`config.mk`:
```
export PLATFORM = sky130hd
export DESIGN_NAME = writeback_arbiter
export DESIGN_NICKNAME = d
export VERILOG_FILES = /design/src/rtl/writeback_arbiter.sv
export SDC_FILE = /design/constraint.sdc
export NUM_CORES = 1
export LEC_CHECK = 0
export CORE_UTILIZATION = 30
export DETAILED_ROUTE_END_ITERATION = 16
export GPL_ROUTABILITY_DRIVEN = 0
export REMOVE_ABC_BUFFERS = 1
export SLEW_MARGIN = 10
export SYNTH_ARGS = -nofsm -noshare
export SYNTH_HDL_FRONTEND = slang
export SYNTH_SLANG_ARGS = --single-unit
```
`constraint.sdc`:
```
create_clock -name clock -period 3.2 [get_ports clock]
set_input_delay 0.48 -clock clock [delete_from_list [all_inputs] [get_ports clock]]
set_output_delay 0.48 -clock clock [all_outputs]
set_load 0.005 [all_outputs]
```
`src/rtl/writeback_arbiter.sv`:
```
// Write-back arbiter: merges ALU/FPU and load results into one in-order FIFO
// and retires at most one register-file write per cycle. Also answers hazard
// queries for registers whose write is still queued or currently strobing.
module writeback_arbiter #(
    parameter int DEPTH  = 4,
    parameter int DATA_W = 32,
    parameter int REG_W  = 5
) (
    input  logic                       clock,
    input  logic                       reset,

    input  logic                       alu_valid,
    output logic                       alu_ready,
    input  logic [REG_W-1:0]           alu_rd,
    input  logic [DATA_W-1:0]          alu_data,
    input  logic                       alu_float,

    input  logic                       mem_valid,
    output logic                       mem_ready,
    input  logic [REG_W-1:0]           mem_rd,
    input  logic [DATA_W-1:0]          mem_data,
    input  logic                       mem_float,

    input  logic                       stall,
    output logic [REG_W-1:0]           write_reg,
    output logic [DATA_W-1:0]          write_data,
    output logic                       regwrite,
    output logic                       regwrite_float,
    output logic [$clog2(DEPTH):0]     count,

    input  logic [REG_W-1:0]           query_rs1,
    input  logic [REG_W-1:0]           query_rs2,
    input  logic                       query_float,
    output logic                       pending_rs1,
    output logic                       pending_rs2
);

    localparam int PW = $clog2(DEPTH);
    localparam int CW = PW + 1;

    // Occupancy limits: one free slot admits a single producer, two free
    // slots are needed before the ALU may go alongside a load.
    localparam logic [CW-1:0] LIM_ONE = CW'(DEPTH - 1);
    localparam logic [CW-1:0] LIM_TWO = CW'(DEPTH - 2);

    // FIFO storage
    logic [REG_W-1:0]  rd_mem_q   [DEPTH];
    logic [REG_W-1:0]  rd_mem_d   [DEPTH];
    logic [DATA_W-1:0] data_mem_q [DEPTH];
    logic [DATA_W-1:0] data_mem_d [DEPTH];
    logic              flt_mem_q  [DEPTH];
    logic              flt_mem_d  [DEPTH];

    logic [PW-1:0]     wr_ptr_q, wr_ptr_d;
    logic [PW-1:0]     rd_ptr_q, rd_ptr_d;
    logic [CW-1:0]     count_q, count_d;

    // Output stage
    logic [REG_W-1:0]  write_reg_q, write_reg_d;
    logic [DATA_W-1:0] write_data_q, write_data_d;
    logic              regwrite_q, regwrite_d;
    logic              regwrite_float_q, regwrite_float_d;

    logic              enq_mem;
    logic              enq_alu;
    logic              pop;
    logic [PW-1:0]     alu_slot;
    logic [PW-1:0]     q_slot;

    // Ready is a pure function of current occupancy; a pop on the same edge
    // does not free space early. Both readies are forced low during reset.
    always_comb begin
        mem_ready = !reset && (count_q <= LIM_ONE);
        alu_ready = !reset && (mem_valid ? (count_q <= LIM_TWO) : (count_q <= LIM_ONE));
    end

    // Enqueue/pop decisions and next-state for FIFO, pointers and output stage.
    // Integer writes to x0 complete the handshake but are dropped here.
    always_comb begin
        enq_mem  = mem_valid && mem_ready && (mem_float || (mem_rd != '0));
        enq_alu  = alu_valid && alu_ready && (alu_float || (alu_rd != '0));
        pop      = (count_q != '0) && !stall;

        rd_mem_d   = rd_mem_q;
        data_mem_d = data_mem_q;
        flt_mem_d  = flt_mem_q;

        // Load goes first so it drains ahead of a same-edge ALU result.
        alu_slot = wr_ptr_q + PW'(enq_mem);
        if (enq_mem) begin
            rd_mem_d[wr_ptr_q]   = mem_rd;
            data_mem_d[wr_ptr_q] = mem_data;
            flt_mem_d[wr_ptr_q]  = mem_float;
        end
        if (enq_alu) begin
            rd_mem_d[alu_slot]   = alu_rd;
            data_mem_d[alu_slot] = alu_data;
            flt_mem_d[alu_slot]  = alu_float;
        end

        wr_ptr_d = wr_ptr_q + PW'(enq_mem) + PW'(enq_alu);
        rd_ptr_d = rd_ptr_q + PW'(pop);
        count_d  = count_q + CW'(enq_mem) + CW'(enq_alu) - CW'(pop);

        // Index and data hold their last value when nothing is popped.
        write_reg_d      = write_reg_q;
        write_data_d     = write_data_q;
        regwrite_d       = 1'b0;
        regwrite_float_d = 1'b0;
        if (pop) begin
            write_reg_d      = rd_mem_q[rd_ptr_q];
            write_data_d     = data_mem_q[rd_ptr_q];
            regwrite_d       = !flt_mem_q[rd_ptr_q];
            regwrite_float_d = flt_mem_q[rd_ptr_q];
        end
    end

    // State registers with synchronous reset; reset discards every entry.
    always_ff @(posedge clock) begin
        if (reset) begin
            for (int i = 0; i < DEPTH; i++) begin
                rd_mem_q[i]   <= '0;
                data_mem_q[i] <= '0;
                flt_mem_q[i]  <= 1'b0;
            end
            wr_ptr_q         <= '0;
            rd_ptr_q         <= '0;
            count_q          <= '0;
            write_reg_q      <= '0;
            write_data_q     <= '0;
            regwrite_q       <= 1'b0;
            regwrite_float_q <= 1'b0;
        end else begin
            rd_mem_q         <= rd_mem_d;
            data_mem_q       <= data_mem_d;
            flt_mem_q        <= flt_mem_d;
            wr_ptr_q         <= wr_ptr_d;
            rd_ptr_q         <= rd_ptr_d;
            count_q          <= count_d;
            write_reg_q      <= write_reg_d;
            write_data_q     <= write_data_d;
            regwrite_q       <= regwrite_d;
            regwrite_float_q <= regwrite_float_d;
        end
    end

    // Hazard lookup over live FIFO entries plus the strobing output stage.
    // Integer x0 is hard-wired and never reported pending.
    always_comb begin
        pending_rs1 = 1'b0;
        pending_rs2 = 1'b0;
        q_slot      = '0;
        for (int i = 0; i < DEPTH; i++) begin
            q_slot = rd_ptr_q + PW'(i);
            if ((CW'(i) < count_q) && (flt_mem_q[q_slot] == query_float)) begin
                if (rd_mem_q[q_slot] == query_rs1) pending_rs1 = 1'b1;
                if (rd_mem_q[q_slot] == query_rs2) pending_rs2 = 1'b1;
            end
        end
        if ((regwrite_q || regwrite_float_q) && (regwrite_float_q == query_float)) begin
            if (write_reg_q == query_rs1) pending_rs1 = 1'b1;
            if (write_reg_q == query_rs2) pending_rs2 = 1'b1;
        end
        if (!query_float && (query_rs1 == '0)) pending_rs1 = 1'b0;
        if (!query_float && (query_rs2 == '0)) pending_rs2 = 1'b0;
    end

    assign write_reg      = write_reg_q;
    assign write_data     = write_data_q;
    assign regwrite       = regwrite_q;
    assign regwrite_float = regwrite_float_q;
    assign count          = count_q;

endmodule

```
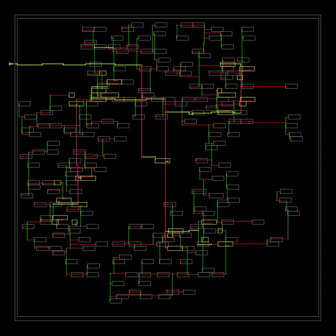
Fig. 1. Clock nets.
insertion delay at the late pin of the worst-skew pair: 0.45 ns
FF+latch count: 198

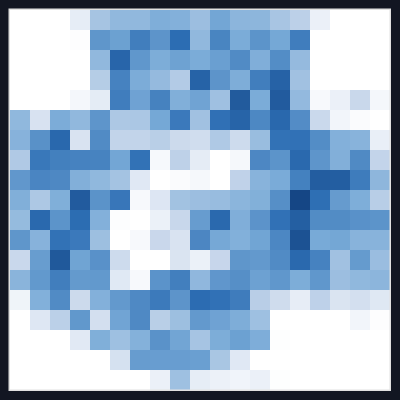
Fig. 2. Cell density map.
(2 px per µm) The die is cut into 19 by 19 equal tiles; white is low, dark blue is high, 0 to 100% covered.
fullest tile	91%
mean over tiles	36%
tiles over 75% full	6.1%
densest ninth of the die	east
Core Area: 34600 µm²
starting density of the core: 30.6%
final core utilization: 38.8%

==> Table 3: Implementation characteristics <==
Physical implementation characteristics

Parameter                              Value

STA
  Max-slew headroom .................. 32.2%
  Final max-slew violation count .................. 0
  Actual transition at the worst max-transition pin .................. around 1 ns
  RSZ-0062 raised after global routing .................. false
  Final Hold Violation Tally .................. 0
  Final total negative setup slack .................. 0 ns
  Hold_ws .................. 0.455 ns
  Achievable Freq .................. 0.328 GHz
  Largest clock skew in the final design .................. 0.0128 ns
  Final clock period utilization by the worst path .................. 95.3%
  Setup slack of the critical path after layout .................. 0.150 ns
  Shortest clock period the worst path allows after layout .................. 3.05 ns
  Final tally of setup violations .................. 0

Placement
  Post-DP Area .................. 12700 µm²
  Worst setup slack before clock tree synthesis .................. -0.216 ns
  Post-detail-place hpwl .................. approximately 19000 µm
  Buffers on Ports .................. between 100 and 150
  Placed cell count .................. around 1600

Route
  First-pass iteration count of the detailed router .................. 5
  Post-route met1 wirelength .................. 14200 µm
  Iter 0 DRT Violations .................. 554
  DR vias .................. 8554
  Met2 wirelength from detailed routing .................. 14600 µm
  Total DRC errors in the routed layout .................. 0
  Routed length on met3 .................. roughly 1400 µm
  Routed length per placed instance .................. 18.5 µm
  Via density per instance .................. ~5.2
  Total wire length .................. 30700 µm
  Number of nets still failing antenna checks after routing .................. 0
  Highest routed metal layer .................. met4

Clocking
  Clock Tree Buf Depth .................. 2
  CTS H-tree lvls .................. 4
  Hold buffers post-CTS .................. 0
  CTS clk-pin slew, worst paths .................. approximately 0.07 ns
  CTS Sinks .................. approximately 200
  TritonCTS clock tree .................. built
  Root cell of the clock tree .................. sky130_fd_sc_hd__clkbuf_16
  Cts bufs inserted .................. 17

Layout
  Growth of design area from synthesis to finish .................. 27.1%
  Flip-flop count of the largest register, all copies and words added .................. 128
  Dominant logic cell types in the final layout .................. sky130_fd_sc_hd__dfxtp_1, sky130_fd_sc_hd__nor2_1, sky130_fd_sc_hd__mux2i_1
  Sequential cell area .................. between 3000 and 4000 µm²
  Most frequently placed logic cell in the final layout .................. sky130_fd_sc_hd__dfxtp_1
  Filler-free cell count of the finished design .................. 1659
  Share of final-layout standard cells stronger than drive strength 1 .................. 15.8%
  Count of inserted antenna diode cells .................. 0
  Biggest register .................. data_mem_q
  Layout Cell Area excl Fill .................. ~13000 µm²
  Comb. cell area .................. 6230 µm²
  Fill cell count .................. 3351
  Nets .................. 1291

Critical path
  Setup crit end kind .................. primary output
  Crit path DAT .................. roughly 2.6 ns
  WP data required .................. 2.72 ns
  Critical Setup Path Class .................. reg -> out
  Type of element launching the critical path .................. register
  Worst-path fanout max .................. 6

GRT
  All-layer global routing usage .................. 17.6%
  Total overflow reported by the global router .................. 0
  Number of antenna violations at the first check in global routing .................. 0
  Global-route wire length before repair .................. 49200 µm
  Largest net degree at the start of global routing .................. 201
  Number of global-route vias before repair .................. roughly 9000

Synthesis
  Syn. warnings .................. 0
  Mean instance size in the synthesized netlist .................. 9.81 µm²
  Area fraction in and, or, nand and nor cells .................. 11.3%
  Total standard cell area after synthesis .................. 10600 µm²
  Top area contributor share .................. 37.5%
  Unique cell types .................. 39
  Most numerous cell types in the synthesized netlist .................. sky130_fd_sc_hd__dfxtp_1, sky130_fd_sc_hd__nor2_1, sky130_fd_sc_hd__mux2i_1
  Fraction of synthesized area in multiplexers .................. roughly a quarter
  Post-synthesis xor/xnor area fraction .................. 4.72%
  Compound-cell area share of the yosys netlist .................. 14.4%
  Post-synth ARST share .................. 0%
  Instance count of the mapped netlist .................. 1078
  Leading cell type by number of instances after synthesis .................. sky130_fd_sc_hd__dfxtp_1
  Cell types with the largest area share after synthesis .................. sky130_fd_sc_hd__dfxtp_1, sky130_fd_sc_hd__mux2i_1, sky130_fd_sc_hd__mux4_2
  Part of the Yosys area used for sequential elements .................. 37.5%
  Top logic cell family in the synthesized netlist .................. multiplexers
  EDFF count, synth .................. 0
  Yosys-reported design area after synthesis .................. 10600 µm²
  Largest area contributor in the synthesized netlist .................. sky130_fd_sc_hd__dfxtp_1
  Number of synthesized register bits .................. 198
  Yosys adder share .................. 1.09%
  Dominant register cell in the synthesized netlist .................. sky130_fd_sc_hd__dfxtp_1
  Number of cells in Yosys stat .................. around 1100

Floorplanning
  Vertical extent of the die .................. between 150 and 200 µm
  Total die size .................. 36000 µm²
  DIE WIDTH .................. 190 µm
  I/O pin total .................. 138
  FP Rows .................. 68

Pwr
  Total chip power .................. 8.15 mW
  Leak Pwr .................. ~4.7 nW
  Pwr Density .................. 606 nW/µm²
  Peak supply drop .................. 0.000437 V

Job
  Max-cap violation count .................. 0
  Log Warnings .................. 29

Hold path
  Worst min-delay path category .................. reg -> reg

Run status
  Outcome .................. finished, final reports clean
-- path summary, 6_finish.rpt --
path	start	end	slack, ns	depth (start not counted)
worst max-delay path	rd_ptr_q[0]	pending_rs1	0.15	8
worst min-delay path	write_data[1]	write_data[1]	0.46	2
worst max register to register	count[2]	count[2]	0.74	8
worst min register to register	write_data[1]	write_data[1]	0.46	2
-- where the power goes --
group          switching (mW)  internal, mW  total, mW
sequential              0.251          2.81       3.06
clock                    1.10          1.19       2.29
combinational            1.42          1.39       2.81
-- routing by layer --
layer	global-route usage [%]	vias up
met5	0	-
met4	5.49	0
met3	2.86	32
met2	29.1	214
met1	23.3	4148
li1	-	4160
-- final cells by class --
class / count / area share [%]
Sequential cell: 198 / 29.5
Timing Repair Buffer: 197 / 15.1
Clock inverter: 15 / 1.39
Clock buffer: 17 / 3.16
Multi-Input combinational cell: 770 / 46.4
Tap cell: 455 / 4.23
Inverter: 7 / 0.195
-- repair_timing --
| item | 4_1_cts | 5_1_grt |
|---|---|---|
| endpoints found under the setup margin | 2 | 2 |
| resized | 10 | 6 |
| pin swaps | 4 | 7 |
| gates cloned | 1 | 0 |
| setup buffers | 7 | 3 |
-- critical path, cell delays in order, from the launching register on --
cell,delay [ns]
sky130_fd_sc_hd__dfxtp_4,0.40
sky130_fd_sc_hd__buf_12,0.13
sky130_fd_sc_hd__mux4_2,0.53
sky130_fd_sc_hd__buf_4,0.16
sky130_fd_sc_hd__xor2_1,0.14
sky130_fd_sc_hd__nor4b_2,0.32
sky130_fd_sc_hd__nand4_1,0.13
sky130_fd_sc_hd__a31oi_1,0.18
sky130_fd_sc_hd__clkbuf_2,0.13
Power is estimated from default activity; no workload was simulated.
